==> config.mk <==
export PLATFORM = sky130hd
export DESIGN_NAME = dlatch_drv
export DESIGN_NICKNAME = d
export VERILOG_FILES = /design/src/rtl/dlatch_drv_pkg.sv /design/src/rtl/sync2.sv /design/src/rtl/dlatch_drv.sv
export SDC_FILE = /design/constraint.sdc
export NUM_CORES = 1
export LEC_CHECK = 0
export ABC_CLOCK_PERIOD_IN_PS = 2000
export CORE_MARGIN = 1
export CORE_UTILIZATION = 55
export CTS_BUF_LIST = sky130_fd_sc_hd__clkbuf_16
export DETAILED_ROUTE_END_ITERATION = 8
export PLACE_DENSITY = 0.76
export SETUP_SLACK_MARGIN = 0.2
export SYNTH_ARGS = -nofsm -noshare
export SYNTH_HDL_FRONTEND = slang
export SYNTH_SLANG_ARGS = --single-unit
export TNS_END_PERCENT = 100
==> constraint.sdc <==
create_clock -name clk -period 2 [get_ports clk]
set_clock_uncertainty 0.1 [all_clocks]
set_input_delay 0.4 -clock clk [delete_from_list [all_inputs] [get_ports clk]]
set_output_delay 0.4 -clock clk [all_outputs]
set_load 0.01 [all_outputs]
### Placed cells, one colour a class

Fill, decap, tap and diode cells in grey.
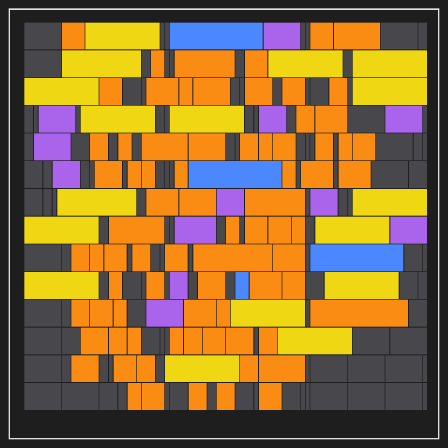
- orange: combinational and other logic (cells 76; share of their area 50%)
- blue: clock drivers and dummy loads (cells 4; share of their area 7.4%)
- purple: other buffers and delay cells (cells 12; share of their area 10%)
- yellow: flops (cells 17; share of their area 32%)
Final Cell Area: 0.00108 mm²
core area: 0.00151 mm²

### Routed metal per tile

The bar under the picture is 10 µm long. The die is cut into 8 by 8 equal tiles; black is low, pale yellow is high, scaled to the fullest tile. Values are wire area over tile area, all layers added.
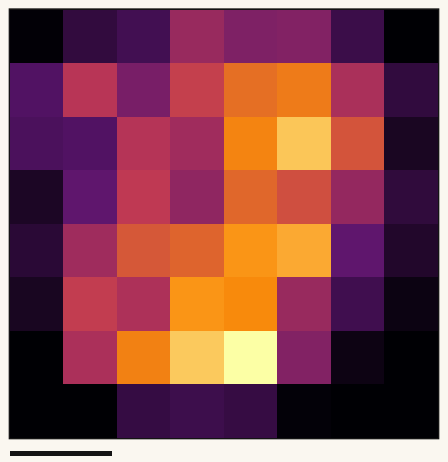
- nearly empty tiles: 14%
- tiles over half the peak: 30%
- emptiest ninth of the die: lower right
- densest ninth of the die: centre
Total GRT Usage: 23.3%
final WL: 2070 µm
total number of vias: 806
Wirelength per Cell: 16.6 µm

==> results.toml <==
# implementation run metrics
[floorplanning]
die_x_um = 42.0
core_util_floorplan_pct = 58.4

[global_routing]
grt_pass1_vias = 704
overflow = 0
grtUsageMet1_pct = 28.8

[cells_and_area]
mi_logic_area_um2 = 520
finalNetCount = 116

[placement]
pre_cts_ws_ns = 0.0608

[setup_path]
crit_path_max_incr_delay_ns = 0.46
worstPathRequired_ns = 2.03
r2r_cells = 5
rrSetupSlack_ns = 0.20

[synth]
synthCells = 99
synth_seq_share_pct = 38.7
synth_area_um2 = 880
ys_area_um2 = 880
synth_flops = 17
synthAoiAreaFrac_pct = 16.5

[final_timing]
finalSetupViolCount = 0
worstMarginPinSlew_ns = 0.430
period_minus_slack_ns = 1.80
hold_slack_ns = 0.347
fmax_mhz = 556
relSlewSlack_pct = 71.1

[power]
comb-power_mw = 0.0491
p_sw_share_pct = 20.3
seq_power_mw = 0.347

[status]
status = "complete, no violations"

[clock_tree]
clockBufferDepth = 2
cts_buffers = 3
hold_buffers = 0

[route]
drc = 0
wl_met1_um = 930
layout make-up:
class                           instances  area share [%]
Multi-Input combinational cell         73            48.2
Sequential cell                        17            31.7
Timing Repair Buffer                   12            9.85
Clock buffer                            3            6.95
Tap cell                               16            1.85
Inverter                                3            1.04
Clock inverter                          1           0.348
synth_stat cells, drive strengths merged, types with 2 or more instances:
master	number	area share (%)
dfxtp	17	39
nor2	9	4.1
nand2	7	3.0
nand3	7	4.0
a21oi	5	2.8
buf	5	3.6
a31oi	4	2.8
inv	3	1.3
nand4	3	2.1
nor2b	3	2.1
a211oi	2	2.3
a32oi	2	2.0
and2	2	1.4
ha	2	2.8
mux2i	2	2.3
nand4b	2	2.0
nor3	2	1.1
nor3b	2	1.7
nor4	2	3.1
o21ai	2	1.1
or3	2	1.4
xor2	2	2.8
